Figure 1. Clock routing.
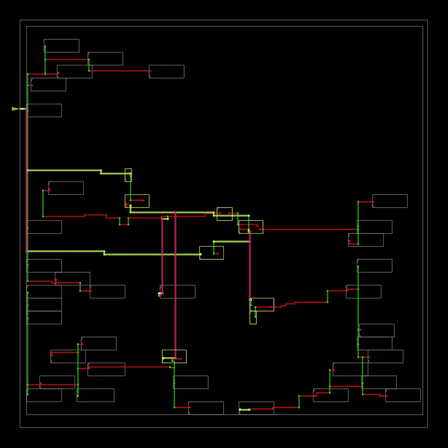
Figure 2. Wiring by layer.
Two of the layers only.
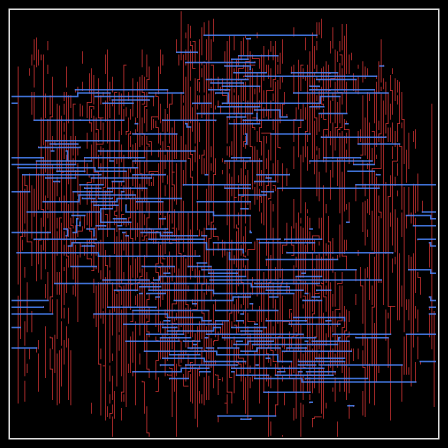
Figure 3. Signal metal coverage by tile.
17 x 17 tiles, from dark purple (low) to yellow (high), scaled to the fullest tile. Values are wire area over tile area, all layers added.
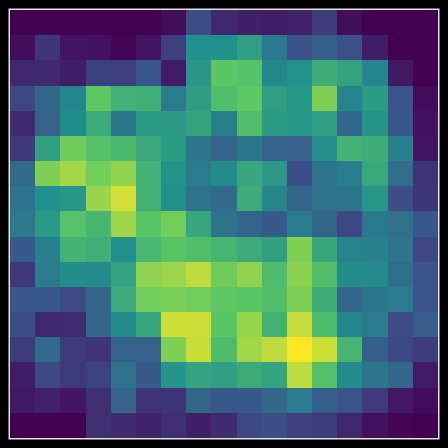
Figure 4. Sequential cells colored by netlist name.
Bar = 20 µm.
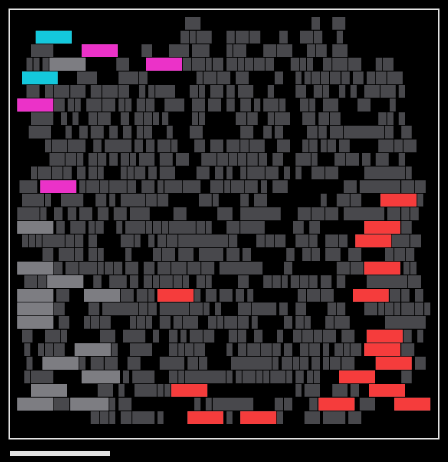
Figure 5. Placement density heat map.
Bar = 20 µm. 9 x 9 tiles, from dark purple (low) to yellow (high), 0 to 100% covered.
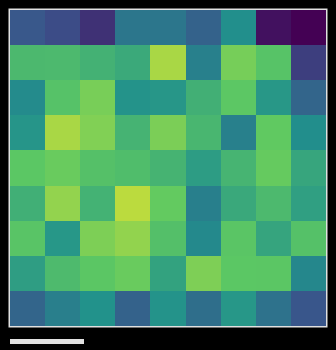
File: config.mk
export PLATFORM = sky130hd
export DESIGN_NAME = elevator
export DESIGN_NICKNAME = d
export VERILOG_FILES = /design/src/rtl/elevator_pkg.sv /design/src/rtl/elevator_req_scan.sv /design/src/rtl/elevator.sv
export SDC_FILE = /design/constraint.sdc
export NUM_CORES = 1
export LEC_CHECK = 0
export CORE_UTILIZATION = 59
export CTS_CLUSTER_DIAMETER = 50
export DETAILED_ROUTE_END_ITERATION = 12
export DONT_BUFFER_PORTS = 1
export PLACE_DENSITY = 0.84
export SLEW_MARGIN = 20
export SYNTH_ARGS = -nofsm -noshare
export SYNTH_HDL_FRONTEND = slang
export SYNTH_HIERARCHICAL = 1
export SYNTH_SLANG_ARGS = --single-unit
File: constraint.sdc
create_clock -name clk -period 4 [get_ports clk]
set_input_delay 1 -clock clk [delete_from_list [all_inputs] [get_ports clk]]
set_output_delay 1 -clock clk [all_outputs]
set_load 0.02 [all_outputs]
File: src/rtl/elevator_pkg.sv
// rtl/elevator_pkg.sv - shared types and constants for the elevator controller
package elevator_pkg;

  localparam int NUM_FLOORS = 16;
  localparam int FLOOR_W    = 4;

  typedef logic [FLOOR_W-1:0] floor_t;

  typedef enum logic [1:0] {
    IDLE,
    MOVE_UP,
    MOVE_DOWN,
    DOOR_OPEN
  } state_t;

  typedef enum logic {
    UP,
    DOWN
  } dir_t;

endpackage

File: src/rtl/elevator_req_scan.sv
// rtl/elevator_req_scan.sv - locates pending calls relative to the car position
module elevator_req_scan
  import elevator_pkg::*;
(
  input  logic [NUM_FLOORS-1:0] pending,
  input  floor_t                current_floor,
  output logic                  req_above,
  output logic                  req_below,
  output logic                  req_here,
  output floor_t                nearest_above,
  output floor_t                nearest_below
);

  // Nearest call in each direction; descending/ascending sweeps leave the closest match last.
  always_comb begin
    req_above     = 1'b0;
    req_below     = 1'b0;
    nearest_above = current_floor;
    nearest_below = current_floor;
    for (int i = NUM_FLOORS - 1; i >= 0; i--) begin
      if (pending[i] && (i > int'(current_floor))) begin
        req_above     = 1'b1;
        nearest_above = floor_t'(i);
      end
    end
    for (int i = 0; i < NUM_FLOORS; i++) begin
      if (pending[i] && (i < int'(current_floor))) begin
        req_below     = 1'b1;
        nearest_below = floor_t'(i);
      end
    end
    req_here = pending[current_floor];
  end

endmodule

File: src/rtl/elevator.sv
// rtl/elevator.sv - single-car SCAN elevator controller with travel and door timers
module elevator
  import elevator_pkg::*;
#(
  parameter int NUM_FLOORS   = elevator_pkg::NUM_FLOORS,
  parameter int FLOOR_CYCLES = 2,
  parameter int DOOR_CYCLES  = 8
) (
  input  logic                  clk,
  input  logic                  reset,
  input  logic [NUM_FLOORS-1:0] floor_buttons,
  input  logic                  door_open_button,
  input  logic                  door_close_button,
  output logic [FLOOR_W-1:0]    current_floor,
  output logic [FLOOR_W-1:0]    floor_indicator,
  output logic                  door_open,
  output logic                  moving_up,
  output logic                  moving_down
);

  localparam int TW = $clog2(FLOOR_CYCLES + 1);
  localparam int DW = $clog2(DOOR_CYCLES + 1);
  localparam logic [TW-1:0] T_LAST = TW'(FLOOR_CYCLES - 1);
  localparam logic [DW-1:0] D_LAST = DW'(DOOR_CYCLES - 1);
  localparam floor_t TOP_FLOOR = floor_t'(NUM_FLOORS - 1);

  state_t                  state, state_n;
  dir_t                    dir, dir_n;
  logic [NUM_FLOORS-1:0]   pending, pending_n, req_vec;
  floor_t                  floor_n, ind_n, up_floor, down_floor;
  logic [TW-1:0]           tcnt, tcnt_n;
  logic [DW-1:0]           dcnt, dcnt_n;
  logic                    req_above, req_below, req_here;
  floor_t                  nearest_above, nearest_below;

  // Calls arriving this cycle are scheduled at once, so a call at the car's floor never lingers.
  assign req_vec    = pending | floor_buttons;
  assign up_floor   = current_floor + floor_t'(1);
  assign down_floor = current_floor - floor_t'(1);

  elevator_req_scan u_scan (
    .pending       (req_vec),
    .current_floor (current_floor),
    .req_above     (req_above),
    .req_below     (req_below),
    .req_here      (req_here),
    .nearest_above (nearest_above),
    .nearest_below (nearest_below)
  );

  // Next-state, counters, request clearing and indicator selection.
  always_comb begin
    state_n   = state;
    dir_n     = dir;
    floor_n   = current_floor;
    ind_n     = floor_indicator;
    pending_n = req_vec;
    tcnt_n    = '0;
    dcnt_n    = '0;
    case (state)
      IDLE: begin
        ind_n = current_floor;
        if (req_here || door_open_button) begin
          state_n                  = DOOR_OPEN;
          pending_n[current_floor] = 1'b0;
        end else if (req_above && ((dir == UP) || !req_below)) begin
          state_n = MOVE_UP;
          dir_n   = UP;
          ind_n   = nearest_above;
        end else if (req_below) begin
          state_n = MOVE_DOWN;
          dir_n   = DOWN;
          ind_n   = nearest_below;
        end
      end
      MOVE_UP: begin
        if (req_above) ind_n = nearest_above;
        if (tcnt != T_LAST) begin
          tcnt_n = tcnt + TW'(1);
        end else if (current_floor == TOP_FLOOR) begin
          state_n = IDLE;
          ind_n   = current_floor;
        end else begin
          floor_n = up_floor;
          if (req_vec[up_floor]) begin
            state_n             = DOOR_OPEN;
            pending_n[up_floor] = 1'b0;
            ind_n               = up_floor;
          end else if (!req_above) begin
            state_n = IDLE;
            ind_n   = up_floor;
          end
        end
      end
      MOVE_DOWN: begin
        if (req_below) ind_n = nearest_below;
        if (tcnt != T_LAST) begin
          tcnt_n = tcnt + TW'(1);
        end else if (current_floor == '0) begin
          state_n = IDLE;
          ind_n   = current_floor;
        end else begin
          floor_n = down_floor;
          if (req_vec[down_floor]) begin
            state_n               = DOOR_OPEN;
            pending_n[down_floor] = 1'b0;
            ind_n                 = down_floor;
          end else if (!req_below) begin
            state_n = IDLE;
            ind_n   = down_floor;
          end
        end
      end
      DOOR_OPEN: begin
        ind_n                    = current_floor;
        pending_n[current_floor] = 1'b0;
        if (door_open_button || req_here) begin
          dcnt_n = '0;
        end else if (door_close_button || (dcnt == D_LAST)) begin
          state_n = IDLE;
        end else begin
          dcnt_n = dcnt + DW'(1);
        end
      end
      default: state_n = IDLE;
    endcase
  end

  // State and output registers; status flags follow the next state so they stay exclusive.
  always_ff @(posedge clk) begin
    if (!reset) begin
      state           <= IDLE;
      dir             <= UP;
      pending         <= '0;
      tcnt            <= '0;
      dcnt            <= '0;
      current_floor   <= '0;
      floor_indicator <= '0;
      door_open       <= 1'b0;
      moving_up       <= 1'b0;
      moving_down     <= 1'b0;
    end else begin
      state           <= state_n;
      dir             <= dir_n;
      pending         <= pending_n;
      tcnt            <= tcnt_n;
      dcnt            <= dcnt_n;
      current_floor   <= floor_n;
      floor_indicator <= ind_n;
      door_open       <= (state_n == DOOR_OPEN);
      moving_up       <= (state_n == MOVE_UP);
      moving_down     <= (state_n == MOVE_DOWN);
    end
  end

endmodule

==> COMMIT_EDITMSG <==
Add synthesis and place-and-route results

* Total of buffers placed on input and output ports: 0
- Cells after synthesis: slightly below 600
* Slowest stage cell, crit path: sky130_fd_sc_hd__mux4_2
- The detail route stage leaves a number of antenna-violating nets equal to 0.
* Sequential fraction of the synthesis area: 17.5%
- The final design was reported to hold multi-input combinational gates totalling approximately 470.
- Counting every net in the synthesized netlist gives ~620.
- XOR-XNOR Cells, Area Fraction: under 10%
- Cell area after technology mapping: about 4100 µm²
- Along the worst path, the maximum fanout reaches 9.
* Worst path buffer plus inverter count: 0
* Post-Synth AOI/OAI Area: a little under two fifths
* DR top layer: met4
* Worst slew pin tran: roughly 1.1 ns
- Static leakage power: around 1.6 nW
- Entering global routing, the biggest net connects 36 pins.
* RD Place Congestion: 1.07
- The worst register-to-register path begins at current_floor[0].
- In this run the worst hold path is classified as register to register.
* Synthesized registers: 36
* Dominant cell area share: 17.5%
- Post-synthesis async set-or-reset flop share: 0%
* Number of flip-flops and latches: 36
- Ys cells: around 600
- Multi-input logic area: between 3000 and 4000 µm²
- Among logic cells in the layout, the one with the most instances is sky130_fd_sc_hd__o21ai_0.
- Looking at the clock tree report, the H-tree level count equals 2.
- Unrepaired setup endpoints after global routing: no
- The floorplan step defined a die boundary enclosing approximately 7300 µm².
- Multi-input gates account for 70.0% of the area.
- The clock network consumes a total of approximately 280 µW.
- STA classifies the critical path startpoint as an input pin.
* Post-CTS Setup Repair Bufs: 0
* Number of top-level pins: 31
* Total global routing overflow: 0
- In the synthesis report, Yosys lists the chip area as 4130 µm².
* Worst slew slack as a fraction of its limit: approximately 29%
- Comb area leader: AND-OR/OR-AND gates
* Horizontal die dimension: about 86 µm
- Tot Pwr: between 3 and 4 mW
* Clock tree from TritonCTS: done
- Post-route DRC violation count: 0
- In the final layout, flip-flops and latches occupy approximately 720 µm².
- Hold wc startpoint: tcnt[0]
- Per STA, the highest per-stage delay on the worst path measures about 0.53 ns.
- The post-placement cell area is 4300 µm².
* Fp_density: 60.8%
- Peak Freq: approximately 0.27 GHz
- Final Worst Setup Slack: between 0.2 and 0.25 ns
- Per the final layout report, the fraction of cells sized above drive strength 1 comes to between 10 and 15%.
* Leading power group: combinational cells
- Adder Share, Synth: approximately 3.9%
* Clk buf depth: 2
- Dominant cell type by area after synthesis: sky130_fd_sc_hd__dfxtp_1
- The design received a total of about 96 well taps at floorplan.
- Per the layout report, the design carries roughly 600 filler cells.
- Result of the run: finished clean
- Data required time of the worst path: 4.24 ns
- In the final layout, non-clock buffers account for about 5.9% of the cell area.
- Dominant register cell in the synthesized netlist: sky130_fd_sc_hd__dfxtp_1
* Fraction of synthesized area in multiplexers: around 8.1%
* Power density over the cells: between 600 and 700 nW/µm²
- Psw: ~1.6 mW
- In this run the most used layer during global routing was met2.
* Minimum setup slack among reg-to-reg paths: between 0.3 and 0.4 ns
* Final Max Tran Viols: 0
* Worst Setup Path Type: input pin to register
- In the post-synthesis netlist, the cell with the most instances is sky130_fd_sc_hd__o21ai_0.
- Met3 Resource Use GR: around 7.0%
- Sequential fraction of total cell area: approximately 17%
- Comb power frac: between 70% and 80%
- In the final design database the tool counted roughly 610 nets.
* Global-route wire length before repair: approximately 23 mm
- Before CTS, the worst setup slack after placement is around 0.046 ns.
- Via count of the first global-routing pass: roughly 4300
- The cell family contributing the most delay on the critical path is multiplexers.
* Shortest period the worst path allows: between 3 and 4 ns
- In the log, the iteration count for the first detailed-route pass is 9.
- The share of total power dissipated in the clock network is under 10%.
* Power Internal: 1.37 mW
- The wire-length estimate of the detail-placed layout is 10.4 mm.
- Top cells excl fill/tap: sky130_fd_sc_hd__o21ai_0 (60), sky130_fd_sc_hd__a21oi_1 (54), sky130_fd_sc_hd__nor2_1 (52), sky130_fd_sc_hd__nand2_1 (52), sky130_fd_sc_hd__dfxtp_1 (34)
- Non-clock inverter count: 34
- Summing over the stages, the warning tally comes to 35.
- Yosys mapped a number of flops with a built-in enable equal to 0.
- Wire segments on met3 add up to just under 2 mm in the final route.
* Final count of hold timing violations: 0
- Number of placement rows: 30
- Counting instances, the worst hold path has a depth of 1.
- For this run, the script counts the antenna cells in the layout as 0.
* Non-clock buffer instance count of the final layout: 33
- Series of cell instances along the critical path: or2_2 > mux4_2 > mux4_2 > or2_2 > o21ai_0 > a21boi_0 > o221ai_1 > a22oi_2 > and3_1
* Power Combinational: roughly 2.1 mW
- The number of hold buffers added after CTS was 0.
- Number of warnings reported in the yosys synthesis log: 6
* Area growth from synthesis to final layout: 6.09%
* Cells taking the most area after synthesis: sky130_fd_sc_hd__dfxtp_1 (17%), sky130_fd_sc_hd__o21ai_0 (7.3%), sky130_fd_sc_hd__a21oi_1 (6.5%), sky130_fd_sc_hd__mux4_2 (5.5%), sky130_fd_sc_hd__nand2_1 (4.7%)
- The biggest slice of the area belongs to logic gates.
- Unique cell types: 67
- Worst IR Drop VDD: 0.708 mV
- Sequential cells burn approximately 20% of the power.
* Clk slew on worst S/H paths: roughly 0.080 ns
- Commonest cells post-synth: sky130_fd_sc_hd__o21ai_0 (60), sky130_fd_sc_hd__a21oi_1 (54), sky130_fd_sc_hd__nand2_1 (52), sky130_fd_sc_hd__nor2_1 (52), sky130_fd_sc_hd__dfxtp_1 (36)
* MaxCap Viol Count: 0
- Worst endpoint data arrival time: between 3 and 4 ns
- Per the skew report, the later register of the worst-skew pair sees a clock latency of 0.30 ns.
- Fin Clk Skew: about 0.013 ns
-- Figure 1 (at the start) --
Num Clock Sinks: 36
Num CTS Buffers: 5
total of clock buffers placed in the layout: 7

-- Figure 2 (at the start) --
- met3: blue (wire length 1930 µm)
- met2: red (wire length 6370 µm)
all-layer global routing usage: 39.1%
total vias in the final route: 4966
average wire per standard cell: 21.4 µm

-- Figure 3 (at the start) --
- mean over tiles: 0.35
- fullest tile: 0.85
- emptiest ninth of the die: lower left
- tiles over half the peak: 37%
- nearly empty tiles: 6.2%
WL final: 14.5 mm

-- Figure 4 (at the start) --
- `tcnt`: cyan (flops 2)
- `floor_indicator`: magenta (flops 4; where upper left)
- `pending`: red (flops 16)

-- Figure 5 (at the start) --
- emptiest ninth of the die: upper right
- mean over tiles: 58%
- tiles over 75% full: 20%
- fullest tile: 90%
- nearly empty tiles: 1.2%

==> through the flow <==
step,hold WS (ns),cells
2_1_floorplan,0.399,587
3_3_place_gp,0.408,669
3_5_place_dp,0.424,669
4_1_cts,0.436,677
5_1_grt,0.462,677
6_report,0.432,677
==> registers in the layout (all words and copies together), names as in the netlist <==
name	count
moving_down	1
dir	1
door_open	1
dcnt	4
state	2
pending	16
floor_indicator	4
current_floor	4
tcnt	2
moving_up	1
==> worst max-delay path by stage <==
stage               depth (start not counted)  slack, ns              start         to
global route                               10       0.15   floor_buttons[1]  moving_up
CTS                                         9       0.34   floor_buttons[4]  moving_up
global placement                           10       0.12   floor_buttons[4]  moving_up
detailed placement                          9       0.05   floor_buttons[4]  moving_up
finish                                      9       0.25   floor_buttons[4]  moving_up
floorplan                                  15       0.19  floor_buttons[10]  door_open
Power figures rest on the tool's default switching activity, not on a simulated workload.
